Fig. 1: run 1, clock network drawn from the DEF
Scale: 4 px per um.
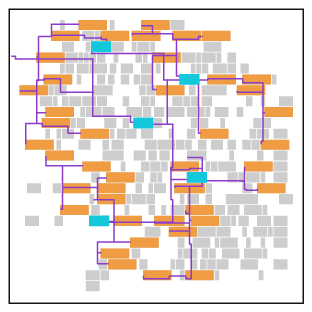
Fig. 2: run 1, metal 3
Scale: 4 px per um.
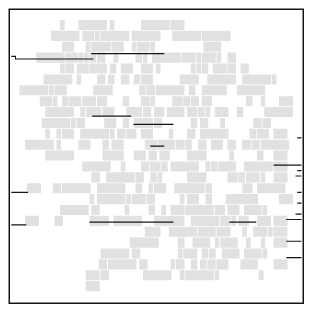
Fig. 3: run 1, sequential cells coloured by netlist name
Scale: 4 px per um.
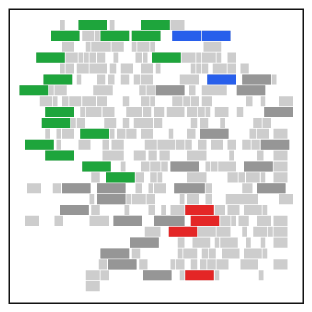
===== src/rtl/keypad_encoder_if.sv =====
// keypad_encoder_if: groups the keypad pins and the encoder-to-FSM key outputs.
//   row_n    : keypad rows, active low (pins -> encoder)
//   col_n    : keypad column drive, one bit low (encoder -> pins)
//   tecla    : encoded key code (encoder -> calculator FSM)
//   ready    : key-code strobe (encoder -> calculator FSM)
//   key_down : key held between confirmed press and confirmed release
interface keypad_encoder_if;
  logic [3:0] row_n;
  logic [3:0] col_n;
  logic [3:0] tecla;
  logic       ready;
  logic       key_down;

  // Encoder side.
  modport master (
    input  row_n,
    output col_n,
    output tecla,
    output ready,
    output key_down
  );

  // Keypad / consumer side.
  modport slave (
    output row_n,
    input  col_n,
    input  tecla,
    input  ready,
    input  key_down
  );
endinterface


===== src/rtl/keypad_encoder.sv =====
// keypad_encoder: scans a 4x4 active-low keypad, debounces press and release,
// and emits one key code with a fixed-width ready pulse per physical press.
//   clk   : system clock, rising edge
//   reset : synchronous, active-low
//   kp    : keypad_encoder_if.master (row_n in; col_n, tecla, ready, key_down out)
module keypad_encoder #(
  parameter int CLK_DIV        = 50000,
  parameter int DEBOUNCE_TICKS = 4,
  parameter int READY_CYCLES   = 8
) (
  input  logic              clk,
  input  logic              reset,
  keypad_encoder_if.master  kp
);

  localparam int DIV_W = $clog2(CLK_DIV);
  localparam int DB_W  = $clog2(DEBOUNCE_TICKS + 1);
  localparam int RC_W  = $clog2(READY_CYCLES + 1);

  typedef enum logic [1:0] {
    SCAN       = 2'd0,
    DEBOUNCE_P = 2'd1,
    EMIT       = 2'd2,
    WAIT_REL   = 2'd3
  } state_t;

  state_t            state_q, state_d;
  logic [3:0]        rs_meta_q, rs_q;
  logic [DIV_W-1:0]  div_q;
  logic              tick;
  logic [1:0]        col_q, col_d;
  logic [1:0]        row_q, row_d;
  logic [DB_W-1:0]   dbc_q, dbc_d;
  logic [RC_W-1:0]   pc_q, pc_d;
  logic [3:0]        tecla_q, tecla_d;
  logic              ready_q, ready_d;
  logic              kd_q, kd_d;
  logic              hit;
  logic [1:0]        hit_row;
  logic [3:0]        code;

  // Row synchronizer and free-running scan prescaler.
  always_ff @(posedge clk) begin
    if (!reset) begin
      rs_meta_q <= '1;
      rs_q      <= '1;
      div_q     <= '0;
    end else begin
      rs_meta_q <= kp.row_n;
      rs_q      <= rs_meta_q;
      div_q     <= tick ? '0 : div_q + 1'b1;
    end
  end

  assign tick = (div_q == DIV_W'(CLK_DIV - 1));

  // Lowest-index low row wins among simultaneous keys in one column.
  always_comb begin
    hit     = 1'b1;
    hit_row = 2'd0;
    if      (!rs_q[0]) hit_row = 2'd0;
    else if (!rs_q[1]) hit_row = 2'd1;
    else if (!rs_q[2]) hit_row = 2'd2;
    else if (!rs_q[3]) hit_row = 2'd3;
    else               hit     = 1'b0;
  end

  always_comb begin
    code = 4'b1111;
    case ({row_q, col_q})
      4'b00_00: code = 4'b0001;
      4'b00_01: code = 4'b0010;
      4'b00_10: code = 4'b0011;
      4'b00_11: code = 4'b1010;
      4'b01_00: code = 4'b0100;
      4'b01_01: code = 4'b0101;
      4'b01_10: code = 4'b0110;
      4'b01_11: code = 4'b1011;
      4'b10_00: code = 4'b0111;
      4'b10_01: code = 4'b1000;
      4'b10_10: code = 4'b1001;
      4'b10_11: code = 4'b1100;
      4'b11_00: code = 4'b1110;
      4'b11_01: code = 4'b0000;
      4'b11_10: code = 4'b1111;
      4'b11_11: code = 4'b1101;
      default:  code = 4'b1111;
    endcase
  end

  always_ff @(posedge clk) begin
    if (!reset) begin
      state_q <= SCAN;
      col_q   <= '0;
      row_q   <= '0;
      dbc_q   <= '0;
      pc_q    <= '0;
      tecla_q <= '1;
      ready_q <= 1'b0;
      kd_q    <= 1'b0;
    end else begin
      state_q <= state_d;
      col_q   <= col_d;
      row_q   <= row_d;
      dbc_q   <= dbc_d;
      pc_q    <= pc_d;
      tecla_q <= tecla_d;
      ready_q <= ready_d;
      kd_q    <= kd_d;
    end
  end

  always_comb begin
    state_d = state_q;
    col_d   = col_q;
    row_d   = row_q;
    dbc_d   = dbc_q;
    pc_d    = pc_q;
    tecla_d = tecla_q;
    ready_d = ready_q;
    kd_d    = kd_q;
    case (state_q)
      SCAN: begin
        if (tick) begin
          if (hit) begin
            row_d   = hit_row;
            dbc_d   = '0;
            state_d = DEBOUNCE_P;
          end else begin
            col_d = col_q + 2'd1;
          end
        end
      end
      DEBOUNCE_P: begin
        if (tick) begin
          if (hit && (hit_row == row_q)) begin
            // The pulse is launched on the confirming edge so that ready is
            // high for every clock spent in EMIT.
            if (dbc_q == DB_W'(DEBOUNCE_TICKS - 1)) begin
              dbc_d   = '0;
              pc_d    = '0;
              tecla_d = code;
              ready_d = 1'b1;
              kd_d    = 1'b1;
              state_d = EMIT;
            end else begin
              dbc_d = dbc_q + 1'b1;
            end
          end else begin
            state_d = SCAN;
          end
        end
      end
      EMIT: begin
        if (pc_q == RC_W'(READY_CYCLES - 1)) begin
          ready_d = 1'b0;
          dbc_d   = '0;
          state_d = WAIT_REL;
        end else begin
          pc_d = pc_q + 1'b1;
        end
      end
      WAIT_REL: begin
        if (tick) begin
          if (!hit) begin
            if (dbc_q == DB_W'(DEBOUNCE_TICKS - 1)) begin
              kd_d    = 1'b0;
              dbc_d   = '0;
              state_d = SCAN;
            end else begin
              dbc_d = dbc_q + 1'b1;
            end
          end else begin
            dbc_d = '0;
          end
        end
      end
      default: state_d = SCAN;
    endcase
  end

  assign kp.col_n    = ~(4'b0001 << col_q);
  assign kp.tecla    = tecla_q;
  assign kp.ready    = ready_q;
  assign kp.key_down = kd_q;

endmodule


===== src/flat_wrapper.sv =====
// flat-port wrapper written by rule: the top's interface ports become plain ports
module keypad_encoder_flat 
#(
  parameter int CLK_DIV        = 50000,
  parameter int DEBOUNCE_TICKS = 4,
  parameter int READY_CYCLES   = 8
)
  (clk, reset, kp_row_n, kp_col_n, kp_tecla, kp_ready, kp_key_down);
  keypad_encoder_if kp_i ();
  input  logic clk;
  input  logic reset;
  input wire logic [$bits(kp_i.row_n)-1:0] kp_row_n;
  output wire logic [$bits(kp_i.col_n)-1:0] kp_col_n;
  output wire logic [$bits(kp_i.tecla)-1:0] kp_tecla;
  output wire logic [$bits(kp_i.ready)-1:0] kp_ready;
  output wire logic [$bits(kp_i.key_down)-1:0] kp_key_down;
  assign kp_i.row_n = kp_row_n;
  assign kp_col_n = kp_i.col_n;
  assign kp_tecla = kp_i.tecla;
  assign kp_ready = kp_i.ready;
  assign kp_key_down = kp_i.key_down;
  keypad_encoder #(.CLK_DIV(CLK_DIV), .DEBOUNCE_TICKS(DEBOUNCE_TICKS), .READY_CYCLES(READY_CYCLES)) u_core (.clk(clk), .reset(reset), .kp(kp_i));
endmodule

===== config.mk =====
export PLATFORM = sky130hd
export DESIGN_NAME = keypad_encoder_flat
export DESIGN_NICKNAME = d
export VERILOG_FILES = /design/src/rtl/keypad_encoder_if.sv /design/src/rtl/keypad_encoder.sv /design/src/flat_wrapper.sv
export SDC_FILE = /design/constraint.sdc
export NUM_CORES = 1
export LEC_CHECK = 0
export ABC_CLOCK_PERIOD_IN_PS = 2500
export CAP_MARGIN = 10
export CORE_MARGIN = 2
export CORE_UTILIZATION = 45
export DETAILED_ROUTE_END_ITERATION = 10
export GPL_ROUTABILITY_DRIVEN = 0
export PLACE_DENSITY = 0.66
export SETUP_SLACK_MARGIN = 0.3
export SLEW_MARGIN = 30
export SYNTH_ARGS = -nofsm -noshare
export SYNTH_HDL_FRONTEND = slang
export SYNTH_SLANG_ARGS = --single-unit

===== constraint.sdc =====
create_clock -name clk -period 2.5 [get_ports clk]
set_clock_uncertainty 0.05 [all_clocks]
set_input_delay 0.375 -clock clk [delete_from_list [all_inputs] [get_ports clk]]
set_output_delay 0.375 -clock clk [all_outputs]
set_load 0.01 [all_outputs]

==> flow_summary.toml, run 1 <==
# physical design summary
[outcome]
run_status = "complete, no violations"

[synthesis]
synth.cell_area_um2 = 2150
post_synth_and_or_nand_nor_area_fraction_pct = 28.1
yosysWarningCount = 0
synthFlopType = "sky130_fd_sc_hd__dfxtp_1"
synthMuxAreaShare_pct = 4.77
ys_cells = 243
most_numerous_cell_types_in_the_synthesized_netlist = "sky130_fd_sc_hd__dfxtp_1 (43), sky130_fd_sc_hd__nor2_1 (26), sky130_fd_sc_hd__nand2_1 (15)"
adder_share_pct = 5.24
logic_family = "simple AND/OR/NAND/NOR gates"
fp_nets = 258
synth-seq-area-share_pct = 40.0
synth_area_per_cell_um2 = 8.85
yosys_top_cell_by_area = "sky130_fd_sc_hd__dfxtp_1"
topCellsByArea = "sky130_fd_sc_hd__dfxtp_1 (40%), sky130_fd_sc_hd__ha_1 (5.2%), sky130_fd_sc_hd__nor2_1 (4.5%)"
enable_flop_cells = 0
synth_largest_type_area_fraction_pct = 40.0
synth.yosys.chip_area_um2 = 2150
synth-async-reset-ratio_pct = 0
synth_compound_gate_area_share_pct = 11.8
synth-seq-cells = 43
synth.most_common_cell = "sky130_fd_sc_hd__dfxtp_1"

[power]
max-vdd-ir-drop_uv = 281
power_leakage_nw = 0.902
pwr_density_cell_nw_per_um2 = 497
design_power_total_w = 0.00122

[floorplan]
core-area_um2 = 4660
design.die.area_um2 = 5350
floorplan.rows = 25
design.portCount = 16
die_w_um = 73.1
core_util_floorplan_pct = 46.1

[finish]
mostFrequentLayoutCells = "sky130_fd_sc_hd__dfxtp_1 (41), sky130_fd_sc_hd__nor2_1 (26), sky130_fd_sc_hd__nand2_1 (15), sky130_fd_sc_hd__clkdlybuf4s50_1 (15), sky130_fd_sc_hd__inv_1 (13)"
share_of_post_route_cells_with_drive_strength_above_1_pct = 10.0
design.final.nets = 273
most_frequent_standard_cell_in_the_layout_excluding_fill_and_tap_cells = "sky130_fd_sc_hd__dfxtp_1"
layout-area-overhead-vs-synth_pct = 14.7
fillCellCount = 439
num_antenna_cells = 0
stdcell_count = 313
fin_util_pct = 52.9

[route]
detailedRoute.firstPassIterationCount = 4
post-route-drc-count = 0
dr.first_iter.drc_count = 89
post_drt_via_cell_ratio = 5.37
antenna_left = 0
avgRoutedWirePerCell_um = 13.2

[critical_path]
worst_ep_arrival_time_ns = 2.26
crit_path_start_kind = "flip-flop"
max_stage_delay_ns = 0.45
type_of_destination_of_the_critical_path = "flip-flop"
timing.critical_path.max_delay_family = "simple AND/OR/NAND/NOR gates"
worstPathCellList = "ha_2 -> nand3_1 -> or3_4 -> or2_4 -> a211o_4 -> a32o_1"
timing.critical_path.buf_inv = 0
worstSetupPathType = "flip-flop to flip-flop"
worst_path_max_delay_cell = "sky130_fd_sc_hd__or3_4"
cp_max_fo = 6

[clocking]
cts.clk_slew.worst_paths_ns = 0.08
postCtsSetupBuffers = 0
cts_hold_buffers = 0
ctsRootBufferMaster = "sky130_fd_sc_hd__clkbuf_8"
cts_htree_levels = 2
clockBufferDepth = 2
clkLatencyLatePin_ns = 0.29
tritoncts.num_buffers = 5
clkSinkCount = 43

[place]
postPlaceCellArea_um2 = 2350
detailedPlace.worstSlack_ns = 0.365
place.port_buffers = 15
cells_after_dpl = 305
dp_hpwl_mm = 3.08

[timing]
fin_worst_hold_slack_ns = 0.348
max_frequency_ghz = 0.473
timing.final.crit_share_pct = 84.6
slew_violations = 0
rsz_0062_raised_after_global_routing = "yes"
worst_slack_ns = 0.385
setup_violations = 0
finalWorstPathRequiredPeriod_ns = 2.11
tightest_slew_ns = 0.508
setup-tns-final_ns = 0
count_of_endpoints_failing_hold_in_the_final_timing_report = 0

[min_path]
hold_path.class = "flip-flop to flip-flop"

[grt]
grt_antenna_before_repair = 0
grt_overflow_total = 0
vias_in_the_first_global_route = 1619
maximum_number_of_pins_on_one_net_before_global_route_repair = 15
groute.usage.overall_pct = 17.6

[run]
cap_violations = 0
warning_count = 32
Back to the opening pictures, Fig. 1:
[purple] clock wires | length: 537 um
[orange] flip-flops | count: 43
[cyan] clock drivers | count: 5
routed clock nets: 6
flops lie: spread over the die

Back to the opening pictures, Fig. 2:
longest straight run: 20.7 um
wire length on this layer: 118 um
main direction: horizontal
nets with wire on the layer: 16
share of all routed wire: 2.9%
met3 usage in global routing: 5.52%
via total after detailed routing: 1682
total wirelength of the detailed-routed design: 4.14 mm

Back to the opening pictures, Fig. 3:
| colour | netlist name | placed flops |
|---|---|---|
| red | `u_core.pc_q` | 4 |
| green | `u_core.div_q` | 16 |
| blue | `u_core.dbc_q` | 3 |
not coloured: 20

-- run 1: final cells by class --
| class | instances | area (um^2) | share of cell area [%] |
|---|---|---|---|
| multi-input combinational | 178 | 1220 | 49.5 |
| sequential | 43 | 863 | 35.0 |
| timing repair buffer | 17 | 165 | 6.70 |
| clock buffer | 8 | 100 | 4.06 |
| tap | 54 | 67.6 | 2.74 |
| inverter | 13 | 48.8 | 1.98 |
-- run 1: path summary, 6_finish.rpt --
check | startpoint | end | slack [ns] | cells past startpoint
worst max-delay path | u_core.div_q[0]$_SDFF_PP0_ | u_core.dbc_q[2]$_SDFFE_PN0P_ | 0.39 | 6
worst min-delay path | u_core.rs_meta_q[2]$_SDFF_PN1_ | u_core.rs_q[2]$_SDFF_PN1_ | 0.35 | 1
worst max register to register | u_core.div_q[0]$_SDFF_PP0_ | u_core.dbc_q[2]$_SDFFE_PN0P_ | 0.39 | 6
worst min register to register | u_core.rs_meta_q[2]$_SDFF_PN1_ | u_core.rs_q[2]$_SDFF_PN1_ | 0.35 | 1
-- run 1: power breakdown --
part	internal, W	switching, W
clock network	0.000252	0.000225
logic	0.0000203	0.0000241
registers	0.000694	0.00000757
total	0.000967	0.000257
-- run 1: sequential cells by signal, indices dropped and copies added, names as in the netlist, named ones only --
register,count
u_core.col_q,2
u_core.dbc_q,3
u_core.div_q,16
u_core.kp.key_down,1
u_core.kp.ready,1
u_core.kp.tecla,4
u_core.pc_q,4
u_core.row_q,2
u_core.rs_meta_q,4
u_core.rs_q,4
u_core.state_q,1
-- run 1: metal layers --
metal  up-vias  part of all wire, %  global-route usage, %  wire (um)
met5         -                    0                      0          0
met4         0                 0.34                   5.97         14
met3         2                  2.8                   5.52        118
met2        24                   47                   27.9       1950
met1       769                   50                   22.6       2060
li1        887                    -                      -          -
==> run 2: changes to the inputs <==
--- a/config.mk
+++ b/config.mk
@@ -5,13 +5,13 @@
 export SDC_FILE = /design/constraint.sdc
 export NUM_CORES = 1
 export LEC_CHECK = 0
-export ABC_CLOCK_PERIOD_IN_PS = 2500
+export ABC_CLOCK_PERIOD_IN_PS = 1900
 export CAP_MARGIN = 10
 export CORE_MARGIN = 2
 export CORE_UTILIZATION = 45
 export DETAILED_ROUTE_END_ITERATION = 10
 export GPL_ROUTABILITY_DRIVEN = 0
-export PLACE_DENSITY = 0.66
+export PLACE_DENSITY = 0.68
 export SETUP_SLACK_MARGIN = 0.3
 export SLEW_MARGIN = 30
 export SYNTH_ARGS = -nofsm -noshare
==> constraint.sdc (replaced) <==
create_clock -name clk -period 1.9 [get_ports clk]
set_clock_uncertainty 0.05 [all_clocks]
set_input_delay 0.285 -clock clk [delete_from_list [all_inputs] [get_ports clk]]
set_output_delay 0.285 -clock clk [all_outputs]
set_load 0.01 [all_outputs]
==> flow_summary.toml, run 2 <==
# physical design summary
[outcome]
run_status = "finished, violations left"
failed_checks = "negative setup slack"

[critical_path]
cp_max_fo = 5
critical_path.reg2reg.endpoint = "u_core.dbc_q[2]$_SDFFE_PN0P_"
timing.critical_path.from = "u_core.div_q[5]$_SDFF_PP0_"
rr_startpoint = "u_core.div_q[5]$_SDFF_PP0_"
timing.critical_path.buf_inv = 0
type_of_destination_of_the_critical_path = "flip-flop"
r2r_slack_ns = -0.13
worst_ep_arrival_time_ns = 2.17
crit_path_start_kind = "flip-flop"
max_stage_delay_ns = 0.38
r2r_cells = 5

[route]
post-route-drc-count = 0
met2_length_mm = 2.51
drt_wl_total_mm = 4.91
post_drt_via_cell_ratio = 5.41
dr.first_iter.drc_count = 91
routed-via-count = 1884
met3RoutedLength_um = 182
antenna_left = 0
detailedRoute.firstPassIterationCount = 6

[finish]
design.final.nets = 309
layout-area-overhead-vs-synth_pct = 34.6
share_of_post_route_cells_with_drive_strength_above_1_pct = 29.9
multi_input_comb_area_um2 = 1340
largest_reg_flops = 16
stdcell_count = 348
num_antenna_cells = 0
most_frequent_standard_cell_in_the_layout_excluding_fill_and_tap_cells = "sky130_fd_sc_hd__dfxtp_1"

[power]
portion_of_total_power_attributed_to_sequential_cells_pct = 54.7
design_power_total_w = 0.00169
power_leakage_nw = 1.11
comb_power_share_pct = 5.1
pwr_density_cell_nw_per_um2 = 584
power_switching_share_pct = 20.5
max-vdd-ir-drop_uv = 391

[timing]
rsz_0062_raised_after_global_routing = "yes"
tightest_slew_ns = 0.303
timing.final.crit_share_pct = 107
finalWorstPathRequiredPeriod_ns = 2.03
setup_violations = 21
fin_worst_hold_slack_ns = 0.356
worst_slack_ns = -0.134
count_of_endpoints_failing_hold_in_the_final_timing_report = 0
max_frequency_ghz = 0.492

[synthesis]
synth.most_common_cell = "sky130_fd_sc_hd__dfxtp_1"
synth-async-reset-ratio_pct = 0
topCellsByArea = "sky130_fd_sc_hd__dfxtp_1 (40%), sky130_fd_sc_hd__ha_1 (5.2%), sky130_fd_sc_hd__nor2_1 (4.5%)"
ys_cells = 243
most_numerous_cell_types_in_the_synthesized_netlist = "sky130_fd_sc_hd__dfxtp_1 (43), sky130_fd_sc_hd__nor2_1 (26), sky130_fd_sc_hd__nand2_1 (15)"
enable_flop_cells = 0
synth-seq-cells = 43
fp_nets = 258
yosys_top_cell_by_area = "sky130_fd_sc_hd__dfxtp_1"
synth.yosys.chip_area_um2 = 2150
synth-seq-area-share_pct = 40.0
synth_area_per_cell_um2 = 8.85

[grt]
grt_overflow_total = 0
grt_antenna_before_repair = 0
grt-busiest-layer = "met2"
groute.usage.overall_pct = 19.0

[clocking]
clkSinkCount = 43
tritoncts.num_buffers = 5
ctsRootBufferMaster = "sky130_fd_sc_hd__clkbuf_8"
cts_hold_buffers = 0
clockBufferDepth = 2
clkLatencyLatePin_ns = 0.29

[min_path]
hold_path.class = "flip-flop to flip-flop"

[place]
place.port_buffers = 15
cells_after_dpl = 334

[floorplan]
core-area_um2 = 4660
design.portCount = 16

[run]
warning_count = 34
cap_violations = 0
run 2: cell count changes in the layout (fill, tap and decap cells not counted), sizes merged:
| cell | delta |
|---|---|
| buf | +35 |
| bufinv | +1 |
| clkbuf | +2 |
| clkdlybuf4s15 | +1 |
| clkdlybuf4s50 | -4 |
run 2: cell families after synthesis:
kind of cell	after synthesis	synth area share (%)
simple gates	108	28.1
xor+xnor	15	6.11
fa+ha+maj	9	5.24
mux	9	4.77
flops	43	40.0
buf+inv	22	3.90
compound gates	37	11.8
run 2: how the worst min path moves through the flow:
stage | startpoint | to
finish | u_core.rs_meta_q[3]$_SDFF_PN1_ | u_core.rs_q[3]$_SDFF_PN1_
global route | u_core.rs_meta_q[1]$_SDFF_PN1_ | u_core.rs_q[1]$_SDFF_PN1_
CTS | u_core.rs_meta_q[3]$_SDFF_PN1_ | u_core.rs_q[3]$_SDFF_PN1_
detailed placement | u_core.rs_meta_q[3]$_SDFF_PN1_ | u_core.rs_q[3]$_SDFF_PN1_
global placement | u_core.rs_meta_q[3]$_SDFF_PN1_ | u_core.rs_q[3]$_SDFF_PN1_
floorplan | u_core.rs_meta_q[0]$_SDFF_PN1_ | u_core.rs_q[0]$_SDFF_PN1_
run 2: per-stage QoR:
step	setup TNS [ns]	worst slack [ns]
after CTS	-0.335	-0.111
after global routing	-1.87	-0.163
after global placement	-0.120	-0.0718
after detailed placement	-0.587	-0.105
after floorplan	-0.0998	-0.0998
final	-0.933	-0.134
run 2: area by class of cell:
type	instances	area share, %
clock buffer	6	2.51
clock inverter	1	1.04
inverter	13	1.69
multi-input combinational	178	46.2
sequential	43	30.2
tap	54	2.34
timing repair buffer	53	16.0
Fig. 4: run 2, metal 3
Scale: 4 px per um.
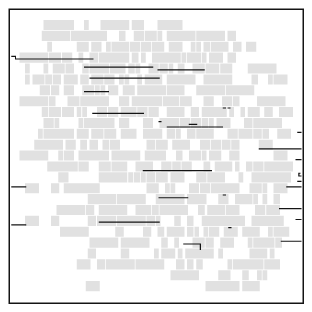
wire length on this layer: 183 um
nets with wire on the layer: 22
main direction: horizontal

Fig. 5: run 2, sequential cells coloured by netlist name
Scale: 4 px per um.
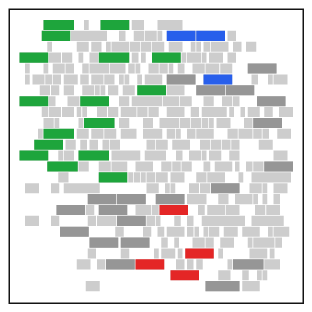
| colour | netlist name | placed flops |
|---|---|---|
| green | `u_core.div_q` | 16 |
| blue | `u_core.dbc_q` | 3 |
| red | `u_core.pc_q` | 4 |
not coloured: 20
flip-flop and latch area: 873 um^2
power in sequential cells: 0.000924 W
final cell utilization of the core: 62.1%
sequential fraction of total cell area: 30.2%

==> run 3: changes to the inputs <==
--- a/config.mk
+++ b/config.mk
@@ -10,10 +10,8 @@
 export CORE_MARGIN = 2
 export CORE_UTILIZATION = 45
 export DETAILED_ROUTE_END_ITERATION = 10
-export GPL_ROUTABILITY_DRIVEN = 0
 export PLACE_DENSITY = 0.68
 export SETUP_SLACK_MARGIN = 0.3
-export SLEW_MARGIN = 30
 export SYNTH_ARGS = -nofsm -noshare
 export SYNTH_HDL_FRONTEND = slang
 export SYNTH_SLANG_ARGS = --single-unit
Fig. 6: run 3, clock network drawn from the DEF
Scale: 4 px per um.
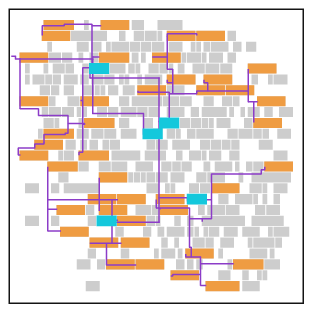
[cyan] clock drivers | count: 5
[orange] flip-flops | count: 43
[purple] clock wires | length: 502 um
routed clock nets: 6
flops lie: spread over the die

==> flow_summary.toml, run 3 <==
# physical design summary
[grt]
maximum_number_of_pins_on_one_net_before_global_route_repair = 18
groute.usage.overall_pct = 19.0
grt_overflow_total = 0
grt-busiest-layer = "met2"
vias_in_the_first_global_route = 1768
globalRouteMet2Util_pct = 32.0
grt_antenna_before_repair = 0

[timing]
fin_worst_hold_slack_ns = 0.356
rsz_0062_raised_after_global_routing = "yes"
worst_slack_ns = -0.134
finalWorstPathRequiredPeriod_ns = 2.03
timing.final.crit_share_pct = 107
setup-tns-final_ns = -0.933
setup_violations = 21
count_of_endpoints_failing_hold_in_the_final_timing_report = 0
slew_violations = 0
max_frequency_ghz = 0.492
tightest_slew_ns = 0.303

[critical_path]
max_stage_delay_ns = 0.38
r2r_slack_ns = -0.13
cp_max_fo = 5
type_of_destination_of_the_critical_path = "flip-flop"
worstPathCellList = "or3_4 -> or3_4 -> or2_4 -> a211o_4 -> a32o_1"
rr_startpoint = "u_core.div_q[5]$_SDFF_PP0_"
timing.critical_path.from = "u_core.div_q[5]$_SDFF_PP0_"
worst_ep_arrival_time_ns = 2.17
r2r_cells = 5
worstSetupEndpoint = "u_core.dbc_q[2]$_SDFFE_PN0P_"
worst_path_max_delay_cell = "sky130_fd_sc_hd__or3_4"
critical_path.reg2reg.endpoint = "u_core.dbc_q[2]$_SDFFE_PN0P_"
worstSetupPathType = "flip-flop to flip-flop"
crit_path_start_kind = "flip-flop"
timing.critical_path.buf_inv = 0

[synthesis]
topCellsByArea = "sky130_fd_sc_hd__dfxtp_1 (40%), sky130_fd_sc_hd__ha_1 (5.2%), sky130_fd_sc_hd__nor2_1 (4.5%)"
synth.cell_area_um2 = 2150
yosysWarningCount = 0
synth.most_common_cell = "sky130_fd_sc_hd__dfxtp_1"
synth_area_per_cell_um2 = 8.85
ys_cells = 243
fp_nets = 258
synth-seq-area-share_pct = 40.0
yosys_top_cell_by_area = "sky130_fd_sc_hd__dfxtp_1"
synth-async-reset-ratio_pct = 0
synth-seq-cells = 43
most_numerous_cell_types_in_the_synthesized_netlist = "sky130_fd_sc_hd__dfxtp_1 (43), sky130_fd_sc_hd__nor2_1 (26), sky130_fd_sc_hd__nand2_1 (15)"
enable_flop_cells = 0
synth.yosys.chip_area_um2 = 2150

[finish]
stdcell_count = 348
multi_input_comb_area_um2 = 1340
flop_area_um2 = 873
fin_util_pct = 62.1
num_antenna_cells = 0
share_of_post_route_cells_with_drive_strength_above_1_pct = 29.9
largest_reg_flops = 16
mostFrequentLayoutCells = "sky130_fd_sc_hd__dfxtp_1 (35), sky130_fd_sc_hd__buf_4 (33), sky130_fd_sc_hd__nor2_1 (26)"
layout-area-overhead-vs-synth_pct = 34.6
design.final.nets = 309
most_frequent_standard_cell_in_the_layout_excluding_fill_and_tap_cells = "sky130_fd_sc_hd__dfxtp_1"

[place]
cells_after_dpl = 334
place.port_buffers = 15
detailedPlace.worstSlack_ns = -0.105

[route]
dr.first_iter.drc_count = 91
avgRoutedWirePerCell_um = 14.1
detailedRoute.firstPassIterationCount = 6
met3RoutedLength_um = 182
post-route-drc-count = 0
post_drt_via_cell_ratio = 5.41
antenna_left = 0
met2_length_mm = 2.51

[outcome]
failed_checks = "negative setup slack"
run_status = "finished, violations left"

[power]
pwr_density_cell_nw_per_um2 = 584
comb-power_w = 0.0000864
power_clock_w = 0.000679
power_leakage_nw = 1.11
max-vdd-ir-drop_uv = 391
power_switching_share_pct = 20.5
comb_power_share_pct = 5.1
design_power_total_w = 0.00169
portion_of_total_power_attributed_to_sequential_cells_pct = 54.7
powerSeq_w = 0.000924

[min_path]
hold_path.class = "flip-flop to flip-flop"

[floorplan]
core_util_floorplan_pct = 46.1
die_w_um = 73.1
design.portCount = 16
core-area_um2 = 4660

[clocking]
cts_hold_buffers = 0
cts.clk_slew.worst_paths_ns = 0.08
ctsRootBufferMaster = "sky130_fd_sc_hd__clkbuf_8"
clkLatencyLatePin_ns = 0.29
clkSinkCount = 43
clockBufferDepth = 2
tritoncts.num_buffers = 5

[run]
cap_violations = 0
warning_count = 34
Fig. 7: run 3, metal 3
Scale: 4 px per um.
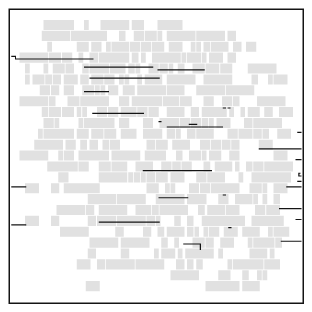
via total after detailed routing: 1884
met3 usage in global routing: 4.14%
total wirelength of the detailed-routed design: 4.91 mm

-- run 3: cell counts after synthesis --
Identical to the previous run, type by type.
-- run 3: logic make-up (layout without fill, tap and decap cells) --
logic type | after synthesis | after routing | share of synthesized area, %
buf+inv | 22 | 73 | 3.90
xor+xnor | 15 | 15 | 6.11
fa+ha+maj | 9 | 9 | 5.24
mux | 9 | 9 | 4.77
compound gates | 37 | 37 | 11.8
flops | 43 | 43 | 40.0
simple gates | 108 | 108 | 28.1
-- run 3: cell type report --
| class | instances | share of cell area, % |
|---|---|---|
| Multi-Input combinational cell | 178 | 46.2 |
| Sequential cell | 43 | 30.2 |
| Timing Repair Buffer | 53 | 16.0 |
| Clock buffer | 6 | 2.51 |
| Tap cell | 54 | 2.34 |
| Inverter | 13 | 1.69 |
| Clock inverter | 1 | 1.04 |
-- run 3: worst min-delay path by stage --
stage | endpoint | from | depth (start not counted) | slack, ns
after floorplan | u_core.rs_q[0]$_SDFF_PN1_ | u_core.rs_meta_q[0]$_SDFF_PN1_ | 1 | 0.34
after global placement | u_core.rs_q[3]$_SDFF_PN1_ | u_core.rs_meta_q[3]$_SDFF_PN1_ | 1 | 0.34
after detailed placement | u_core.rs_q[3]$_SDFF_PN1_ | u_core.rs_meta_q[3]$_SDFF_PN1_ | 1 | 0.34
after CTS | u_core.rs_q[3]$_SDFF_PN1_ | u_core.rs_meta_q[3]$_SDFF_PN1_ | 1 | 0.36
after global routing | u_core.rs_q[1]$_SDFF_PN1_ | u_core.rs_meta_q[1]$_SDFF_PN1_ | 1 | 0.39
final | u_core.rs_q[3]$_SDFF_PN1_ | u_core.rs_meta_q[3]$_SDFF_PN1_ | 1 | 0.36
-- run 3: timing repair --
item,CTS,global route
cloned,0,1
setup buffers,5,1
endpoints found under the setup margin,38,38
pin swaps,10,7
resized,22,21
Power figures rest on the tool's default switching activity, not on a simulated workload.
